<file path="src/rtl/regfile_sb.sv">
// Register file with per-register busy scoreboard.
// Two combinational read ports (S/T) and one write port (D). An optional bypass
// lets a read see this cycle's write data. Register 0 is hardwired to zero and
// can never be reserved.
module regfile_sb #(
    parameter int unsigned DW     = 32,
    parameter int unsigned AW     = 5,
    parameter int unsigned BYPASS = 1
) (
    input  logic          clk,
    input  logic          reset_n,
    input  logic          D_En,
    input  logic [AW-1:0] D_Addr,
    input  logic [DW-1:0] D,
    input  logic          R_En,
    input  logic [AW-1:0] R_Addr,
    input  logic [AW-1:0] S_Addr,
    input  logic [AW-1:0] T_Addr,
    output logic [DW-1:0] S,
    output logic [DW-1:0] T,
    output logic          S_Busy,
    output logic          T_Busy,
    output logic [AW:0]   Busy_Cnt
);

    localparam int unsigned NREG = 2 ** AW;

    logic [DW-1:0] regs_q [NREG];
    logic [DW-1:0] regs_d [NREG];
    logic [NREG-1:0] busy_q, busy_d;
    logic [AW:0]     cnt_q, cnt_d;

    logic wr_en, rsv_en, cnt_inc, cnt_dec;

    // Effective write/reserve strobes; held off while in reset so the bypass
    // path cannot leak write data onto the read ports during reset.
    assign wr_en  = reset_n && D_En && (D_Addr != '0);
    assign rsv_en = reset_n && R_En && (R_Addr != '0);

    // Next-state for data, busy bits and busy counter.
    always_comb begin
        regs_d = regs_q;
        busy_d = busy_q;
        if (wr_en) begin
            regs_d[D_Addr] = D;
            busy_d[D_Addr] = 1'b0;
        end
        // Reservation applied after the clear so it wins on a same-address hit.
        if (rsv_en) begin
            busy_d[R_Addr] = 1'b1;
        end
        cnt_inc = rsv_en && !busy_q[R_Addr];
        cnt_dec = wr_en && busy_q[D_Addr] && !(rsv_en && (R_Addr == D_Addr));
        cnt_d   = cnt_q + {{AW{1'b0}}, cnt_inc} - {{AW{1'b0}}, cnt_dec};
    end

    // State registers with asynchronous clear.
    always_ff @(posedge clk or negedge reset_n) begin
        if (!reset_n) begin
            for (int i = 0; i < int'(NREG); i++) begin
                regs_q[i] <= '0;
            end
            busy_q <= '0;
            cnt_q  <= '0;
        end else begin
            regs_q <= regs_d;
            busy_q <= busy_d;
            cnt_q  <= cnt_d;
        end
    end

    // S read port: zero register, optional bypass, else stored state.
    always_comb begin
        S      = regs_q[S_Addr];
        S_Busy = busy_q[S_Addr];
        if (S_Addr == '0) begin
            S      = '0;
            S_Busy = 1'b0;
        end else if ((BYPASS != 0) && wr_en && (S_Addr == D_Addr)) begin
            S      = D;
            S_Busy = rsv_en && (R_Addr == D_Addr);
        end
    end

    // T read port: same rules as S.
    always_comb begin
        T      = regs_q[T_Addr];
        T_Busy = busy_q[T_Addr];
        if (T_Addr == '0) begin
            T      = '0;
            T_Busy = 1'b0;
        end else if ((BYPASS != 0) && wr_en && (T_Addr == D_Addr)) begin
            T      = D;
            T_Busy = rsv_en && (R_Addr == D_Addr);
        end
    end

    assign Busy_Cnt = cnt_q;

endmodule

</file>
<file path="config.mk">
export PLATFORM = sky130hd
export DESIGN_NAME = regfile_sb
export DESIGN_NICKNAME = d
export VERILOG_FILES = /design/src/rtl/regfile_sb.sv
export SDC_FILE = /design/constraint.sdc
export NUM_CORES = 2
export LEC_CHECK = 0
export CORE_MARGIN = 8
export CORE_UTILIZATION = 45
export CTS_CLUSTER_DIAMETER = 120
export DETAILED_ROUTE_END_ITERATION = 8
export GPL_ROUTABILITY_DRIVEN = 0
export SKIP_CTS_REPAIR_TIMING = 1
export SLEW_MARGIN = 10
export SYNTH_ARGS = -nofsm -noshare
export SYNTH_HDL_FRONTEND = slang
export SYNTH_SLANG_ARGS = --single-unit
export TNS_END_PERCENT = 30
</file>
<file path="constraint.sdc">
create_clock -name clk -period 7.4 [get_ports clk]
set_clock_uncertainty 0.1 [all_clocks]
set_input_delay 1.48 -clock clk [delete_from_list [all_inputs] [get_ports clk]]
set_output_delay 1.48 -clock clk [all_outputs]
set_load 0.005 [all_outputs]
</file>
Metal 2:
Cells faint in the background.
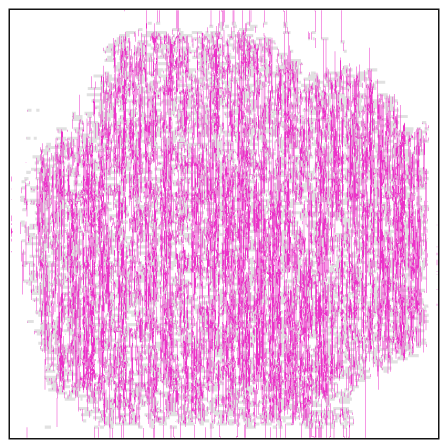
The layer holds 46% of the routed length. 3761 nets have wire on it. The longest straight run is 143 µm.

Congestion heat map:
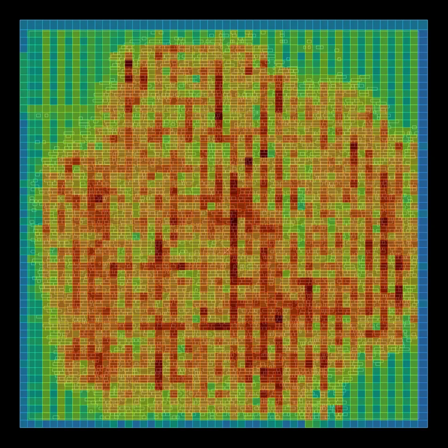
global routing's busiest layer: met2
M3 GR Usage: 6.43%

Where the registers sit:
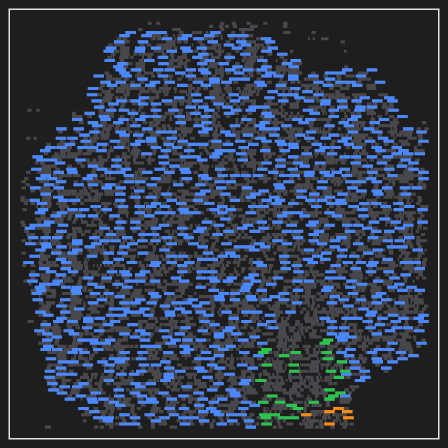
Blue shows regs_q, placed flops 1024, where all over the die. Green shows busy_q, placed flops 32. Orange shows Busy_Cnt, placed flops 6, where lower right.
fraction of area in registers: 40.8%
final core occ: 51.0%
Seq power: 0.00717 W

Port wiring:
The bar under the picture is 100 µm long.
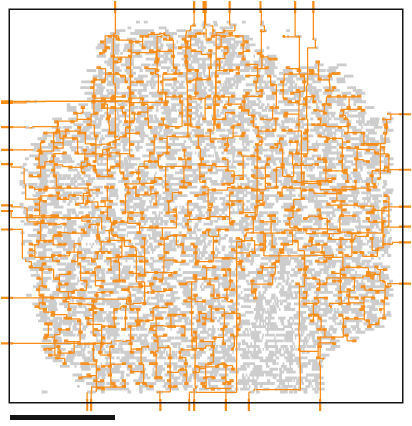
Orange shows D, direction input, edge 10 left, 8 top, 8 bottom, 6 right, end cells 1056, wire 12800 µm.

The metal 1 layer:
Supply wires on this layer in gray. Cells faint in the background.
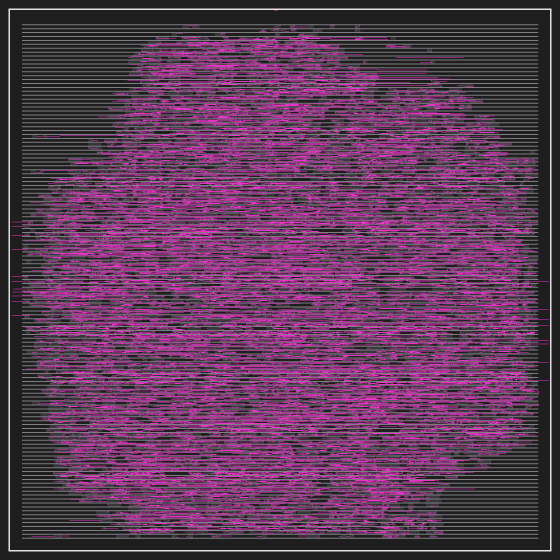
The layer holds 42% of the routed length. 3965 nets have wire on it. The longest straight run is 105 µm.
Vias: 39400
Routed WL: 199000 µm

==> changes_impl.md <==
### Implementation results

* Status: finished, violations left
* Failing checks: DRC
* Net Sw Power at about 0.0044 W
* Critical path depth in cells at 7
* Share of layout cells above drive strength 1 at between 40 and 50%
* Cell type with the largest total area: dfrtp_1
* Setup violators final at 0
* CP Buf/Inv Count at 3
* Tap cell count at 1662
* Area grow syn2layout at 12.4%
* WHS at just under 0.3 ns
* Yosys Chip Area at 57900 µm²
* Hold path startpoint: regs_q[1004]
* Post-DRT Antenna Nets at 0
* Synth logic family: multiplexers
* Syn Inst Count at 4143
* Worst Tran Pin Value at around 1.2 ns
* CTS buffer count at 118
* Area after DPL at ~61000 µm²
* Compound Share, Synth at around 6.4%
* Crit path to: S[14]
* Crit path DAT at 5.02 ns
* Pint at 0.0117 W
* Worst r2r dst: Busy_Cnt[4]
* NonClk Buf Share at under 10%
* Max-Cap Viols at 0
* Setup TNS at 0 ns
* Routed wire per std cell at between 30 and 40 µm
* Worst vdd ir at 0.188 mV
* Hold Path Cell Cnt at 0
* Synth cell count leaders: 1062 x dfrtp_1, 1012 x mux2_2, 416 x mux4_2, 281 x mux2i_1, 212 x clkbuf_1
* Worst-path cell chain: buf_4 > nor2b_4 > buf_4 > a22oi_1 > a22oi_1 > a22o_1 > clkdlybuf4s50_1
* Antenna Diode Count at 1
* P_comb at ~0.0029 W
* Critical path peak fanout at between 40 and 50
* Clock root buffer: clkbuf_16
* Crit path DRT at just under 6 ns
* Fp_density at 45.3%
* M1 GR Usage at roughly two fifths
* Ys flop type: dfrtp_1
* Comb/total area at a little under half
* Clock tree buffer depth at 3
* Max Freq at 0.152 GHz
* DRC violations left at 1
* Final #Nets at roughly 4200
* Slew Limit Fails at 0
* Xor/xnor share at 0.303%
* Slowest-stage cell, CP: nor2b_4
* Clock network power at 0.00603 W
* Power Density at 247 nW/µm²
* Origin of the worst setup path: S_Addr[3]
* Largest class: combinational gates
* CP Launch Type: input port
* P_leak at between 20 and 30 nW
* Syn_nets at 4206
* Reg clk slew, reported paths at 0.06 ns
* Most frequent cells in the layout: 1062 x dfrtp_1, 1012 x mux2_2, 416 x mux4_2
* Top reg by flops: regs_q
* CTS tree: done
* Final instance area at 65100 µm²
* Worst relative slew slack at 20.9%
* GRT Total Usage at 27.9%
* Sink Count at 1062
* Hold EP: regs_q[1004]
* YS warnings at 0
* Max reg flops at 1024
* Initial DRC count at 4129
* Mi-comb count at 2578
* OpenROAD warnings at 30
* Htree depth at 3
* Non-clock inverters at 40
* DP HPWL at 118000 µm
* Chip area at approximately 140000 µm²
* Core Area at 128000 µm²
* Global-route wire length before repair at 291000 µm
* Simple share at 2.58%
* Final-layout fill cell count at roughly 11000
* Met2 usage at 42.9%
* Most frequent cell after synthesis: dfrtp_1
* Most frequent logic cell in the layout: dfrtp_1
* EDFF count, synth at 0
* Maximum number of pins on one net before global-route repair at between 150 and 200
* Port Buffers at 127
* Final Instance Count excl. Fillers at between 5000 and 6000
* RSZ-0062 raised after global routing: no
* Hold crit path type: flop to flop
* Combinational Power Share at 18.0%
* Tcrit/Tclk final at around 89%
* Flop-to-flop setup slack at 3.94 ns
* Clk_lat worst skew at 0.75 ns
* Main power group: sequential cells
* Slowest stage delay, CP at 0.83 ns
* Vias in the first global route at 39700
* Fa+ha+maj area frac at 0.164%
* Placed Cells at 5651
* Multi-input logic area at 29400 µm²
* Grt ovf at 0
* # IOs at around 130
* Top sig layer: met5
* Row cnt at 131
* Initial antenna violation count at 7
* Worst R2R Start: busy_q[6]
* CP delay by family, top: buffers and inverters
* CP Capture Type: output pin
* Die Y at 375 µm
* Cell Area, Synth at 57900 µm²
* Synth mux share at 40.7%
* FF+latch area at 26600 µm²
* Post-synth ARST share at 100%
* Post-DR vias/cell at 6.71
* Worst setup margin at 0.800 ns
* Post-layout min period at between 6 and 7 ns
* Flop count at 1062
* WL met3 at roughly 17000 µm
* Die W at 375 µm
* Seq cells post-synth at 1062
* Register share of total power at approximately 45%
* Buffers excl. clock at between 300 and 400
* CLK BUF at 179
* Met2 Routed Length at ~92000 µm
* Post-synth seq share at a little under half
* Total power at 0.0161 W
* Final Hold Fails at 0
* Distinct cells, synth at 67
* Critical path type: input port to output pin
* Cell area leaders: dfrtp_1 46%, mux2_2 20%, mux4_2 16%
* Pre-CTS setup slack at 0.917 ns
* # Cells Yosys at 4143
* DR pass1 iterations at 7
* Post-Route M1 WL at about 84000 µm
* Area share, top type at 45.9%
* Worst-case reg-to-reg path depth at 14
No activity file was given, so power comes from the tool's default toggle rates.
